**config.mk**
```make
export PLATFORM = sky130hd
export DESIGN_NAME = hazard_ctrl
export DESIGN_NICKNAME = d
export VERILOG_FILES = /design/src/rtl/hazard_ctrl.sv
export SDC_FILE = /design/constraint.sdc
export NUM_CORES = 1
export LEC_CHECK = 0
export CAP_MARGIN = 10
export CORE_MARGIN = 10
export CORE_UTILIZATION = 61
export DETAILED_ROUTE_END_ITERATION = 8
export HOLD_SLACK_MARGIN = 0.12
export PLACE_DENSITY_LB_ADDON = 0.05
export SLEW_MARGIN = 0
export SYNTH_ARGS = -nofsm -noshare
export SYNTH_HDL_FRONTEND = slang
export SYNTH_SLANG_ARGS = --single-unit
```
**constraint.sdc**
```tcl
create_clock -name clk -period 7.15 [get_ports clk]
set_input_delay 1.0725 -clock clk [delete_from_list [all_inputs] [get_ports clk]]
set_output_delay 1.0725 -clock clk [all_outputs]
set_load 0.02 [all_outputs]
```
**src/rtl/hazard_ctrl.sv**
```systemverilog
// hazard_ctrl: in-order pipeline hazard controller (RAW scoreboard, redirect flush, memory freeze with watchdog, SYSTEM drain/halt)
//   clk, rst                : core clock, asynchronous active-low reset
//   id_*_i                  : instruction in ID (valid, sources, destination, SYSTEM flag)
//   ex_redirect_i           : taken branch/jump resolved in EX
//   mem_req_i, mem_ready_i  : data-memory request and completion
//   wb_*_i                  : instruction retiring in WB
//   stall_if_o, stall_id_o, flush_id_o, bubble_ex_o, freeze_o, issue_o : pipeline control
//   halted_o, mem_err_o     : core halted, sticky memory timeout
module hazard_ctrl #(
    parameter int NREGS       = 32,
    parameter int CNT_W       = 2,
    parameter int MEM_TIMEOUT = 64
) (
    input  logic       clk,
    input  logic       rst,
    input  logic       id_valid_i,
    input  logic [4:0] id_rs1_i,
    input  logic [4:0] id_rs2_i,
    input  logic       id_rs1_used_i,
    input  logic       id_rs2_used_i,
    input  logic [4:0] id_rd_i,
    input  logic       id_rf_wr_en_i,
    input  logic       id_is_system_i,
    input  logic       ex_redirect_i,
    input  logic       mem_req_i,
    input  logic       mem_ready_i,
    input  logic       wb_valid_i,
    input  logic       wb_rf_wr_en_i,
    input  logic [4:0] wb_rd_i,
    output logic       stall_if_o,
    output logic       stall_id_o,
    output logic       flush_id_o,
    output logic       bubble_ex_o,
    output logic       freeze_o,
    output logic       issue_o,
    output logic       halted_o,
    output logic       mem_err_o
);
    localparam int WD_W = $clog2(MEM_TIMEOUT + 1);
    localparam logic [CNT_W-1:0] CNT_MAX = '1;

    typedef enum logic [1:0] {RUN, FLUSH, DRAIN, HALTED} state_t;

    state_t           state_q, state_d;
    logic [CNT_W-1:0] cnt_q [NREGS];
    logic [CNT_W-1:0] cnt_d [NREGS];
    logic [WD_W-1:0]  wd_q, wd_d;
    logic             mem_err_q, mem_err_d;
    logic [NREGS-1:0] up, dn, live;
    logic             halted, retire, inc, haz_rs1, haz_rs2, drain_done, timeout;

    // Outputs are forced to zero while reset is held so they clear without a clock.
    assign halted     = state_q == HALTED;
    assign freeze_o   = rst & ~halted & mem_req_i & ~mem_ready_i;
    assign retire     = wb_valid_i & wb_rf_wr_en_i & (wb_rd_i != '0) & ~freeze_o;
    assign inc        = issue_o & id_rf_wr_en_i & (id_rd_i != '0);
    assign drain_done = ~|live;
    // A retiring write to the source register resolves the hazard in the same cycle (regfile write-through).
    assign haz_rs1    = id_rs1_used_i & (id_rs1_i != '0) & live[id_rs1_i];
    assign haz_rs2    = id_rs2_used_i & (id_rs2_i != '0) & live[id_rs2_i];
    assign timeout    = freeze_o & (wd_q == WD_W'(MEM_TIMEOUT - 1));
    assign wd_d       = freeze_o ? wd_q + WD_W'(1) : '0;
    assign mem_err_d  = mem_err_q | timeout;
    assign mem_err_o  = mem_err_q;

    for (genvar g = 0; g < NREGS; g++) begin : g_reg
        assign up[g]    = inc & (id_rd_i == 5'(g));
        assign dn[g]    = retire & (wb_rd_i == 5'(g));
        assign live[g]  = (cnt_q[g] - CNT_W'(dn[g])) != '0;
        assign cnt_d[g] = (up[g] == dn[g]) ? cnt_q[g] :
                          up[g] ? ((cnt_q[g] == CNT_MAX) ? cnt_q[g] : cnt_q[g] + CNT_W'(1)) :
                                  ((cnt_q[g] == '0) ? cnt_q[g] : cnt_q[g] - CNT_W'(1));
        assert property (@(posedge clk) disable iff (!rst) !(up[g] && !dn[g] && cnt_q[g] == CNT_MAX));
        assert property (@(posedge clk) disable iff (!rst) !(dn[g] && !up[g] && cnt_q[g] == '0));
    end

    // Priority: freeze > redirect > FSM state > RAW hazard; a freeze holds the FSM in place.
    always_comb begin
        state_d     = state_q;
        stall_if_o  = 1'b0;
        stall_id_o  = 1'b0;
        flush_id_o  = 1'b0;
        bubble_ex_o = 1'b0;
        issue_o     = 1'b0;
        halted_o    = 1'b0;
        if (!rst) begin
            state_d = RUN;
        end else if (halted) begin
            halted_o    = 1'b1;
            stall_if_o  = 1'b1;
            stall_id_o  = 1'b1;
            bubble_ex_o = 1'b1;
        end else if (freeze_o) begin
            state_d = state_q;
        end else if (ex_redirect_i) begin
            flush_id_o  = 1'b1;
            bubble_ex_o = 1'b1;
            state_d     = FLUSH;
        end else if (state_q == FLUSH) begin
            flush_id_o  = 1'b1;
            bubble_ex_o = 1'b1;
            state_d     = RUN;
        end else if (state_q == DRAIN) begin
            stall_if_o  = 1'b1;
            stall_id_o  = 1'b1;
            bubble_ex_o = 1'b1;
            state_d     = (drain_done & ~mem_req_i) ? HALTED : DRAIN;
        end else if (id_valid_i & id_is_system_i) begin
            stall_if_o  = 1'b1;
            stall_id_o  = 1'b1;
            bubble_ex_o = 1'b1;
            state_d     = DRAIN;
        end else if (haz_rs1 | haz_rs2) begin
            stall_if_o  = 1'b1;
            stall_id_o  = 1'b1;
            bubble_ex_o = 1'b1;
        end else begin
            issue_o = id_valid_i;
        end
        if (timeout) state_d = HALTED;
    end

    always_ff @(posedge clk or negedge rst) begin
        if (!rst) begin
            state_q   <= RUN;
            wd_q      <= '0;
            mem_err_q <= 1'b0;
            cnt_q     <= '{default: '0};
        end else begin
            state_q   <= state_d;
            wd_q      <= wd_d;
            mem_err_q <= mem_err_d;
            cnt_q     <= cnt_d;
        end
    end
endmodule

```
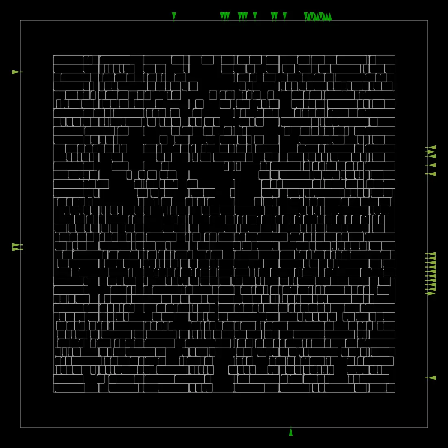
Figure 1: run 1, placement view.
sequential cell area share: 0.252
row cnt: 38
Flop Count: 74
fin util: 0.677

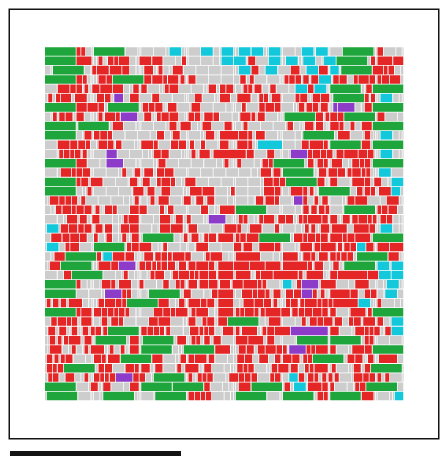
Figure 2: run 1, placement by cell class.
The bar under the picture is 50 µm long. Fill, decap, tap and diode cells in grey.
class	colour	cells	share of their area
clock drivers and dummy loads	purple	16	2.8%
flops	green	74	26%
other buffers and delay cells	cyan	46	6.3%
combinational and other logic	red	738	65%

==> impl_metrics.csv, run 1 <==
group,metric,value,unit
power_and_ir_drop,peakVddDrop,107,µV
layout,comb_cells,712,
routing,wl_met1,9.27,mm
synthesis,synthFlopType,"dfrtp_1",
place,dp_hpwl,17.5,mm
timing,period_used_share,0.911,
synthesis,synthesis.nets,888,
critical_path,cp_common_cell,"clkdlybuf4s50_1",
global_routing,grt.met3_usage,0.0541,
global_routing,grt_max_degree,50,
routing,ant_nets,0,
critical_path,critPathSlowestCell,"clkdlybuf4s50_1",
run_status,outcome,"complete, no violations",
floorplan,core-area,0.0108,mm²
critical_path,critical_path_class,"input port to primary output",
clock_network,clock_path_buffers,2,
timing,rsz0062_at_grt,"false",
min_path,worstHoldPathCells,0,
layout,inv_count,26,
timing,relSlewSlack,0.343,
floorplan,fp_util,0.620,
routing,drt_iter0_markers,1246,
layout,comb_area,0.00456,mm²
layout,drive_gt1_frac,0.0870,
global_routing,grtUsageMet2,0.450,
clock_network,clkSinkCount,74,
critical_path,crit_path_max_incr_delay,0.67,ns
synthesis,yosysCellCount,854,
place,portBuffers,39,
critical_path,reg2reg_from,"state_q[0]$_DFFE_PN0P_",
clock_network,htree_levels,3,
floorplan,die_area,0.0156,mm²
global_routing,track_usage,0.287,
synthesis,yosys.area.top_type,"dfrtp_1",
layout,clkCellAreaFrac,0.0278,
critical_path,worst_ep_required_time,6.08,ns
synthesis,ys_seq_frac,0.275,
routing,wl_per_cell,23.0,µm
clock_network,postCtsHoldBufs,0,
floorplan,taps,140,
synthesis,synth.most_common_cell,"nor2_1",
layout,synthToLayoutAreaGrowth,9.12,%
clock_network,root_buffer,"clkbuf_8",
layout,dominant_cells,"logic gates",
critical_path,crit_family,"simple AND/OR/NAND/NOR gates",
synthesis,synthesis.area,0.00673,mm²
routing,first_pass_iters,7,
routing,wl_met2,10.6,mm
layout,fillCellCount,871,
synthesis,yosysWarnings,0,
critical_path,crit_start,"wb_rd_i[3]",
critical_path,cp_cell_sequence,"clkdlybuf4s50_1, nand3b_1, a211oi_2, mux2i_1, o32ai_1, or4_1, a32o_1, nand2_1, or2_2, nand3_1, a21boi_0, clkdlybuf4s50_1",
power_and_ir_drop,power_density,145,mW/mm²
critical_path,critPathBufInv,2,
clock_network,cts_setup_buffers,0,
power_and_ir_drop,cellLeakagePower,2.82,nW
layout,buffer_area_frac,0.0617,
layout,buffers,46,
synthesis,ys_ff,74,
timing,hold_viol,0,
layout,final_cells,1014,
routing,highest_layer,"met4",
floorplan,ioPinCount,40,
floorplan,die_y,125,µm
routing,drc,0,
synthesis,synth_cell_type_count,83,
min_path,hold_start,"cnt_q[63]$_DFFE_PN0P_",
critical_path,cp-end-kind,"primary output",
timing,layout_min_cycle_time,6.51,ns
global_routing,grt_pass1_wl,36.5,mm
routing,wl_met3,2.61,mm
synthesis,yosys-top-cells-area,"dfrtp_1 (28%), o21ai_0 (6.0%), nor2_1 (5.7%)",
timing,finClkSkew,0.0176,ns
critical_path,cp-start-kind,"input port",
layout,n_antenna_cell,0,
clock_network,cts_made_buffers,9,
global_routing,antenna_found_initial,0,
floorplan,fp.dieW,125,µm
critical_path,r2r_cells,11,
layout,final_nets,903,
global_routing,busiest_layer,"met2",
synthesis,top_cells_by_count,"nor2_1 (102), nand2_1 (81), o21ai_0 (81)",
layout,comb_share,0.621,
place,routabilityCongestion,1.03,
place,placed_cells,998,
critical_path,r2r_end,"cnt_q[2]$_DFFE_PN0P_",
critical_path,critPathMaxFanout,10,
clock_network,clock_latency,0.39,ns
synthesis,syn_inst,854,
synthesis,edf_count,0,
timing,fmax,0.154,GHz
synthesis,synth-area-yosys,0.00673,mm²
timing,setup_viol,0,
run,warnings,27,
layout,nClkBuffers,11,
synthesis,synth_area_per_cell,7.87,µm²
timing,tightest_slew,0.983,ns
synthesis,yosysTopAreaCellShare,0.275,
global_routing,grt-ovfl-total,0,
layout,register_area,0.00185,mm²
synthesis,synthArstFlopShare,1.00,
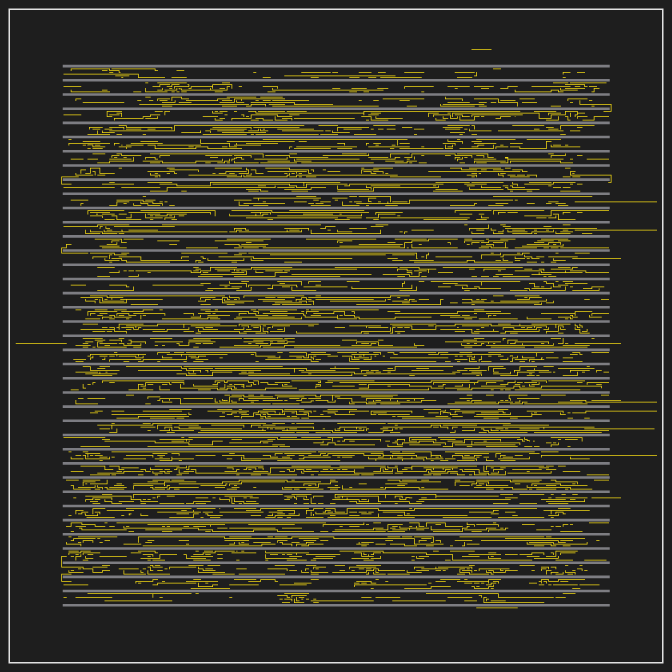
Figure 3: run 1, signal wires on met1.
Supply wires on this layer in grey.
nets with wire on the layer	866
main direction	horizontal
longest straight run	40.0 µm
wire length on this layer	9,270 µm
DRT Wirelength: 23.3 mm
grt met1 use: 0.380
DR vias: 7,167

-- run 1: flip-flops by register name (all words and copies together), names as in the netlist --
name	cells
cnt_q	64
mem_err_o	1
state_q	2
wd_q	7
-- run 1: stage by stage --
stage / setup slack, ns / utilization / power (W) / area (µm²) / hold WS, ns
final: 0.638 / 0.677 / 0.00107 / 7340 / 0.386
after global routing: 0.390 / 0.677 / 0.00110 / 7340 / 0.406
after detailed placement: 0.774 / 0.658 / 0.000716 / 7130 / 0.368
after global placement: 0.765 / 0.658 / 0.000709 / 7130 / 0.365
after CTS: 0.754 / 0.677 / 0.00106 / 7340 / 0.385
after floorplan: 1.91 / - / 0.000621 / 6730 / 0.429
-- run 1: how the worst max path moves through the flow --
| stage | depth (start not counted) | endpoint | slack (ns) |
|---|---|---|---|
| floorplan | 12 | stall_if_o | 1.91 |
| global placement | 12 | stall_if_o | 0.76 |
| finish | 12 | stall_id_o | 0.64 |
| global route | 12 | stall_if_o | 0.39 |
| CTS | 12 | stall_id_o | 0.75 |
| detailed placement | 12 | stall_id_o | 0.77 |
-- run 1: cells by family after synthesis --
kind of cell	Yosys count	synth area share
flops	74	0.275
fa+ha+maj	2	0.00372
xor+xnor	15	0.0195
simple gates	436	0.350
mux	32	0.0489
compound gates	227	0.255
buf+inv	68	0.0473
-- run 1: cells in the final DEF (no fill, tap or decap), drive strengths merged, types with 28 or more instances in the layout --
master,instances
a211oi,32
clkdlybuf4s50,38
dfrtp,74
mux2i,28
nand2,82
nand3,39
nor2,102
nor2b,39
nor4,31
o21ai,84
-- run 1: power breakdown --
part / leakage, nW / internal (W) / switching (W) / total (W)
combinational: 1.73 / 0.0000908 / 0.000163 / 0.000253
sequential: 0.987 / 0.000436 / 0.0000276 / 0.000464
clock: 0.0962 / 0.000173 / 0.000177 / 0.000350
Figure 4. Metal layers overlaid (run 1).
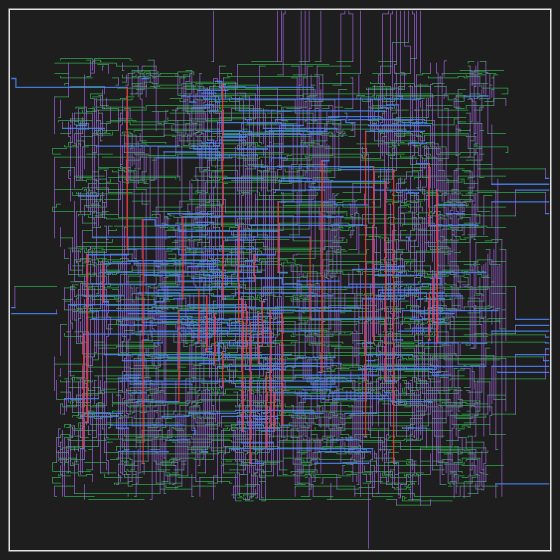

==> inputs of run 2 (changes only) <==
Settings changed: CAP_MARGIN 10 to 5, CTS_CLUSTER_DIAMETER from default to 80.
Clock period 7.15 ns to 7.3 ns, I/O delays scaled along.
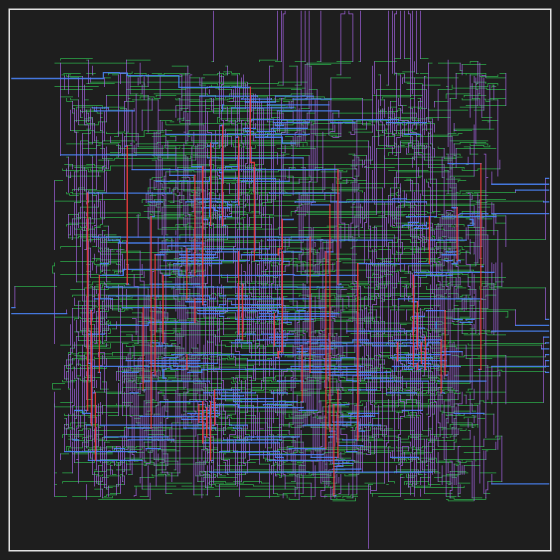
Figure 5: run 2, metal layers overlaid.
layer	colour	wire length
metal 3	blue	2,370 µm
metal 4	red	943 µm
metal 2	purple	10,300 µm
metal 1	green	9,170 µm
Overall Global Routing Usage: 0.276
DRT Wirelength: 22.8 mm
DR WL/cell: 22.5 µm
DR vias: 7,218

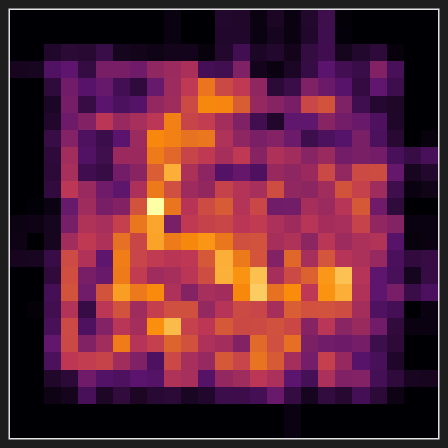
Figure 6: run 2, routed metal per tile.
25 x 25 tiles, from black (low) to pale yellow (high), scaled to the fullest tile. Values are wire area over tile area, all layers added.
tiles over half the peak	20%
fullest tile	0.90
nearly empty tiles	22%
densest ninth of the die	centre
mean over tiles	0.25

==> impl_metrics.csv, run 2 <==
group,metric,value,unit
routing,drt-vias-per-instance,7.13,
place,portBuffers,39,
synthesis,synth-area-yosys,0.00673,mm²
min_path,hold_start,"cnt_q[62]$_DFFE_PN0P_",
timing,tightest_slew,0.968,ns
global_routing,grt-ovfl-total,0,
timing,relSlewSlack,0.354,
critical_path,reg2reg_from,"state_q[0]$_DFFE_PN0P_",
clock_network,clock_latency,0.38,ns
power_and_ir_drop,combPwrFrac,0.229,
synthesis,synthesis.area,0.00673,mm²
timing,fmax,0.152,GHz
floorplan,num_rows,38,
timing,layout_min_cycle_time,6.59,ns
global_routing,grt_max_degree,72,
power_and_ir_drop,switchingPower,0.000355,W
global_routing,grt_pass1_wl,35.7,mm
floorplan,fp.dieW,125,µm
timing,period_used_share,0.903,
routing,drc,0,
power_and_ir_drop,comb_cell_power,0.000246,W
min_path,hold_end,"cnt_q[62]$_DFFE_PN0P_",
timing,hold_viol,0,
synthesis,edf_count,0,
critical_path,cp-end-kind,"primary output",
place,routabilityCongestion,0.989,
critical_path,cp-start-kind,"input port",
critical_path,r2r_cells,12,
synthesis,yosysCellCount,854,
timing,rsz0062_at_grt,"false",
floorplan,die_y,125,µm
floorplan,fp_util,0.620,
synthesis,yosysTopAreaCellShare,0.275,
synthesis,yosys-top-cells-area,"dfrtp_1 (28%), o21ai_0 (6.0%), nor2_1 (5.7%)",
clock_network,clkSinkCount,74,
power_and_ir_drop,peakVddDrop,143,µV
synthesis,ys_ff,74,
critical_path,r2r_slack,2.82,ns
clock_network,clkTransAtPathRegs,0.07,ns
routing,ant_nets,0,
min_path,worstHoldPathCells,0,
layout,register_area,0.00185,mm²
synthesis,synth_area_per_cell,7.87,µm²
layout,largest_reg_flops,64,
power_and_ir_drop,cellLeakagePower,2.82,nW
global_routing,antenna_found_initial,0,
min_path,hold_class,"flop to flop",
critical_path,critPathMaxFanout,15,
critical_path,critical_path_class,"input port to primary output",
timing,finalMaxSlewViolations,0,
critical_path,worst_ep_required_time,6.20,ns
power_and_ir_drop,seqPwrFrac,0.424,
clock_network,post_cts_resized,0,
timing,finClkSkew,0.0197,ns
critical_path,cp_common_cell,"clkdlybuf4s50_1",
synthesis,top_cells_by_count,"nor2_1 (102), nand2_1 (81), o21ai_0 (81)",
layout,comb_area,0.00456,mm²
synthesis,synth_cell_type_count,83,
critical_path,crit_arrival,5.50,ns
power_and_ir_drop,p_int,0.000716,W
clock_network,tritoncts,"built",
critical_path,crit_family,"buffers and inverters",
synthesis,synthFlopType,"dfrtp_1",
synthesis,ys_seq_frac,0.275,
synthesis,synthesis.nets,888,
timing,finalSetupTns,0,ns
layout,fillCellCount,889,
clock_network,postCtsHoldBufs,0,
critical_path,cp_cell_sequence,"clkdlybuf4s50_1, nand4b_1, a211oi_1, mux2i_1, nor2_1, or4_1, a32o_1, nand2_1, or2_2, nand3_1, a21boi_0, clkdlybuf4s50_1",
layout,n_antenna_cell,0,
floorplan,die_area,0.0156,mm²
run,warnings,27,
run_status,outcome,"complete, no violations",
layout,regMostFlops,"cnt_q",
clock_network,clock_path_buffers,2,
critical_path,critPathBufInv,2,
timing,fin_hold_ws,0.384,ns
layout,reg.largest.list,"cnt_q x64, wd_q x7, state_q x2",
critical_path,crit_path_max_incr_delay,0.85,ns
synthesis,yosys.area.top_type,"dfrtp_1",
synthesis,yosysWarnings,0,
clock_network,cts_made_buffers,9,
power_and_ir_drop,sequentialPower,0.000454,W
critical_path,r2r_end,"cnt_q[36]$_DFFE_PN0P_",
routing,first_pass_iters,7,
clock_network,htree_levels,3,
power_and_ir_drop,top_power_group,"registers",
place,dp_hpwl,16.9,mm
synthesis,synth.most_common_cell,"nor2_1",
layout,drive_gt1_frac,0.0849,
power_and_ir_drop,clkPwrFrac,0.347,
floorplan,core-area,0.0108,mm²
clock_network,root_buffer,"clkbuf_8",
clock_network,cts_setup_buffers,0,
layout,final_nets,902,
run,cap_violations,0,
critical_path,critPathSlowestCell,"clkdlybuf4s50_1",
synthesis,syn_inst,854,
routing,drt_iter0_markers,1204,
layout,lay_top_count,"nor2_1",
global_routing,grt_pass1_vias,6629,
floorplan,ioPinCount,40,
power_and_ir_drop,power_density,146,mW/mm²
timing,setup_viol,0,
layout,synthToLayoutAreaGrowth,9.21,%
power_and_ir_drop,powerClk,0.000372,W
power_and_ir_drop,switching_share,0.331,
layout,lay_top_cells,"nor2_1 (102), nand2_1 (81), o21ai_0 (81), dfrtp_1 (74), nor2b_1 (39)",
synthesis,synthArstFlopShare,1.00,
[run 2: area by class of cell]
class	count	share of cell area
clock buffers	11	0.0193
clock inverters	4	0.0104
inverters	26	0.0133
multi-input cells	712	0.620
flip-flops and latches	74	0.252
well taps	140	0.0239
repair buffers	45	0.0606
[run 2: metrics by stage]
stage | worst slack, ns | power, W | area (µm²) | utilization | std cells
2_1_floorplan | 2.01 | 0.000608 | 6730 | - | 854
3_3_place_gp | 0.980 | 0.000691 | 7130 | 0.657 | 997
3_5_place_dp | 0.851 | 0.000699 | 7130 | 0.657 | 997
4_1_cts | 0.805 | 0.00107 | 7340 | 0.678 | 1012
5_1_grt | 0.530 | 0.00111 | 7340 | 0.678 | 1012
6_report | 0.707 | 0.00107 | 7340 | 0.678 | 1012
[run 2: layer usage]
metal | track usage | routed length (µm) | vias up
met5 | 0 | 0 | -
met4 | 0.120 | 942 | 0
met3 | 0.0613 | 2370 | 102
met2 | 0.428 | 10300 | 496
met1 | 0.364 | 9170 | 3392
li1 | - | - | 3228
[run 2: worst max-delay path by stage]
| stage | startpoint | to | slack, ns | cells after the start |
|---|---|---|---|---|
| after floorplan | wb_rd_i[1] | stall_if_o | 2.01 | 12 |
| after global placement | wb_rd_i[0] | stall_if_o | 0.98 | 12 |
| after detailed placement | wb_rd_i[0] | stall_id_o | 0.85 | 12 |
| after CTS | wb_rd_i[0] | stall_id_o | 0.81 | 12 |
| after global routing | wb_rd_i[0] | stall_id_o | 0.53 | 12 |
| final | wb_rd_i[0] | stall_id_o | 0.71 | 12 |
[run 2: kinds of logic after synthesis]
kind of cell | share of synthesized area
simple gates | 0.350
compound gates | 0.255
flops | 0.275
buf+inv | 0.0473
xor+xnor | 0.0195
mux | 0.0489
fa+ha+maj | 0.00372
Figure 7. Placement by cell class (run 2).
The bar under the picture is 50 µm long. Fill, decap, tap and diode cells in grey.
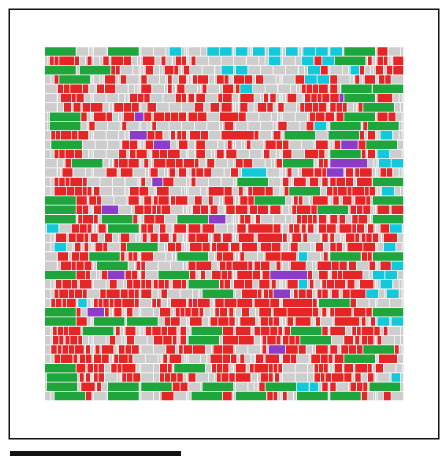

==> inputs of run 3 (changes only) <==
Settings changed: CORE_UTILIZATION 61 to 60, SKIP_CTS_REPAIR_TIMING from default to 1.
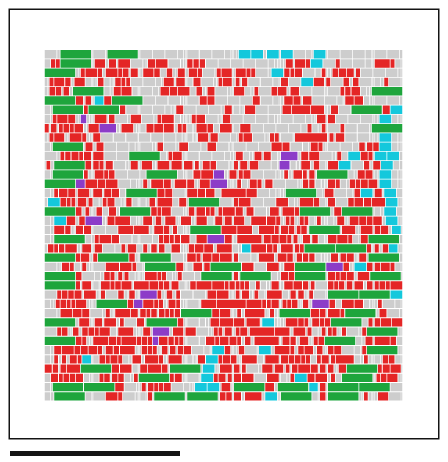
Figure 8: run 3, placement by cell class.
The bar under the picture is 50 µm long. Fill, decap, tap and diode cells in grey.
class	colour	cells	share of their area
other buffers and delay cells	cyan	44	6.0%
clock drivers and dummy loads	purple	15	2.3%
flops	green	74	26%
combinational and other logic	red	738	66%

==> impl_metrics.csv, run 3 <==
group,metric,value,unit
run_status,outcome,"complete, no violations",
layout,fillCellCount,915,
critical_path,crit_path_max_incr_delay,0.79,ns
layout,final_nets,901,
routing,ant_nets,0,
place,portBuffers,39,
floorplan,core-area,0.0109,mm²
clock_network,clock_path_buffers,2,
floorplan,num_rows,38,
place,dpl_cell_area,0.00711,mm²
clock_network,cts_made_buffers,9,
layout,final_area,0.00727,mm²
clock_network,clkSinkCount,74,
synthesis,logic_family,"simple AND/OR/NAND/NOR gates",
synthesis,synthFlopType,"dfrtp_1",
place,placed_cells,996,
timing,fin_hold_ws,0.380,ns
routing,wl,23.0,mm
synthesis,synthesis.area,0.00673,mm²
layout,final_util,0.668,
synthesis,yosys.area.top_type,"dfrtp_1",
clock_network,clock_latency,0.38,ns
clock_network,clkTransAtPathRegs,0.07,ns
synthesis,ys_sh_adder,0.00372,
timing,fin_ws,0.563,ns
floorplan,die_y,126,µm
clock_network,root_buffer,"clkbuf_8",
synthesis,ys_sh_xor,0.0195,
synthesis,edf_count,0,
floorplan,die_area,0.0158,mm²
synthesis,synth.most_common_cell,"nor2_1",
critical_path,critical_path_class,"input port to primary output",
synthesis,mux_share,0.0489,
critical_path,worst_ep_required_time,6.20,ns
synthesis,synth-area-yosys,0.00673,mm²
timing,layout_min_cycle_time,6.74,ns
synthesis,yosys-top-cells-area,"dfrtp_1 (28%), o21ai_0 (6.0%), nor2_1 (5.7%)",
timing,rsz0062_at_grt,"false",
synthesis,top_cells_by_count,"nor2_1 (102), nand2_1 (81), o21ai_0 (81)",
routing,drc,0,
layout,n_antenna_cell,0,
critical_path,critPathMaxFanout,15,
layout,drive_gt1_frac,0.0850,
place,routabilityCongestion,0.952,
synthesis,synthesis.nets,888,
synthesis,yosysCellCount,854,
synthesis,yosysWarnings,0,
power_and_ir_drop,cellLeakagePower,2.79,nW
timing,relSlewSlack,0.298,
synthesis,ys_ff,74,
clock_network,tritoncts,"built",
critical_path,cp_cell_sequence,"clkdlybuf4s50_1, nand4b_1, a211oi_1, mux2i_1, nor2_1, or4_1, a32o_1, nand2_1, or2_2, nand3_1, a21boi_0, clkdlybuf4s50_1",
timing,finalSetupTns,0,ns
timing,period_used_share,0.923,
power_and_ir_drop,power_density,137,mW/mm²
layout,final_cells,1011,
synthesis,syn_inst,854,
critical_path,critPathSlowestCell,"clkdlybuf4s50_1",
synthesis,synthArstFlopShare,1.00,
clock_network,htree_levels,3,
critical_path,cp-start-kind,"input port",
power_and_ir_drop,peakVddDrop,98.1,µV
layout,lay_top_cells,"nor2_1 (102), nand2_1 (81), o21ai_0 (81), dfrtp_1 (74), nor2b_1 (39)",
critical_path,cp-end-kind,"primary output",
synthesis,ys_seq_frac,0.275,
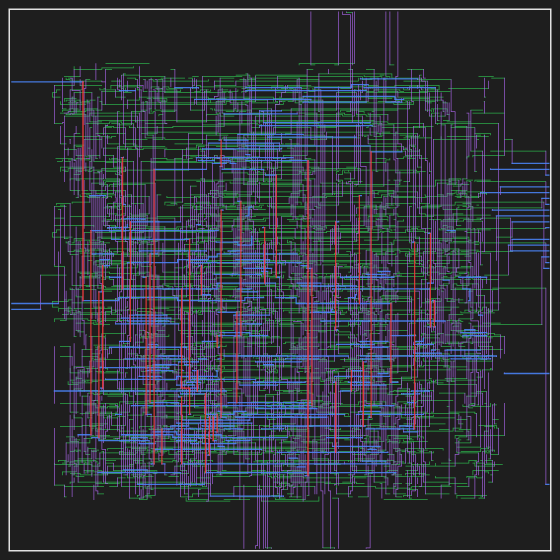
Figure 9: run 3, metal layers overlaid.
layer	colour	wire length
metal 1	green	9,420 µm
metal 2	purple	10,500 µm
metal 4	red	980 µm
metal 3	blue	2,150 µm
Overall Global Routing Usage: 0.283
DR vias: 7,172

## run 3: cell counts after synthesis
Identical to the previous run, type by type.
## run 3: worst paths after layout
kind                                        start               endpoint  slack (ns)  depth (start not counted)
setup / recovery                       wb_rd_i[0]             stall_if_o        0.56                         12
hold / removal              cnt_q[62]$_DFFE_PN0P_  cnt_q[62]$_DFFE_PN0P_        0.38                          0
setup reg to reg           state_q[0]$_DFFE_PN0P_  cnt_q[26]$_DFFE_PN0P_        2.19                         11
hold reg to reg             cnt_q[62]$_DFFE_PN0P_  cnt_q[62]$_DFFE_PN0P_        0.38                          0
max in group asynchronous                     rst  cnt_q[59]$_DFFE_PN0P_        5.64                          2
min in group asynchronous                     rst  cnt_q[37]$_DFFE_PN0P_        0.99                          2
## run 3: layout make-up
class	count	area, µm²	area share
inverter	26	97.6	0.0134
tap	140	175	0.0241
multi-input combinational	712	4560	0.627
timing repair buffer	44	425	0.0585
clock inverter	6	42.5	0.00585
clock buffer	9	124	0.0170
sequential	74	1850	0.255
## run 3: cells by family (layout without fill, tap and decap cells)
family / count (synthesis) / count (layout)
and+or+nand+nor: 436 / 436
AOI/OAI and AO/OA: 227 / 227
DFF: 74 / 74
buffers and inverters: 68 / 85
muxes: 32 / 32
xor gates and xnor gates: 15 / 15
adders and majority gates: 2 / 2
## run 3: per-layer routing
| metal | GRT usage | share of wire |
|---|---|---|
| met3 | 0.0579 | 0.093 |
| met5 | 0 | 0 |
| met1 | 0.371 | 0.41 |
| met4 | 0.127 | 0.043 |
| met2 | 0.441 | 0.46 |
## run 3: power breakdown
group	switching, W	internal, W
Combinational	0.000160	0.0000878
Sequential	0.0000270	0.000427
Clock	0.000174	0.000122
Power is estimated from default activity; no workload was simulated.
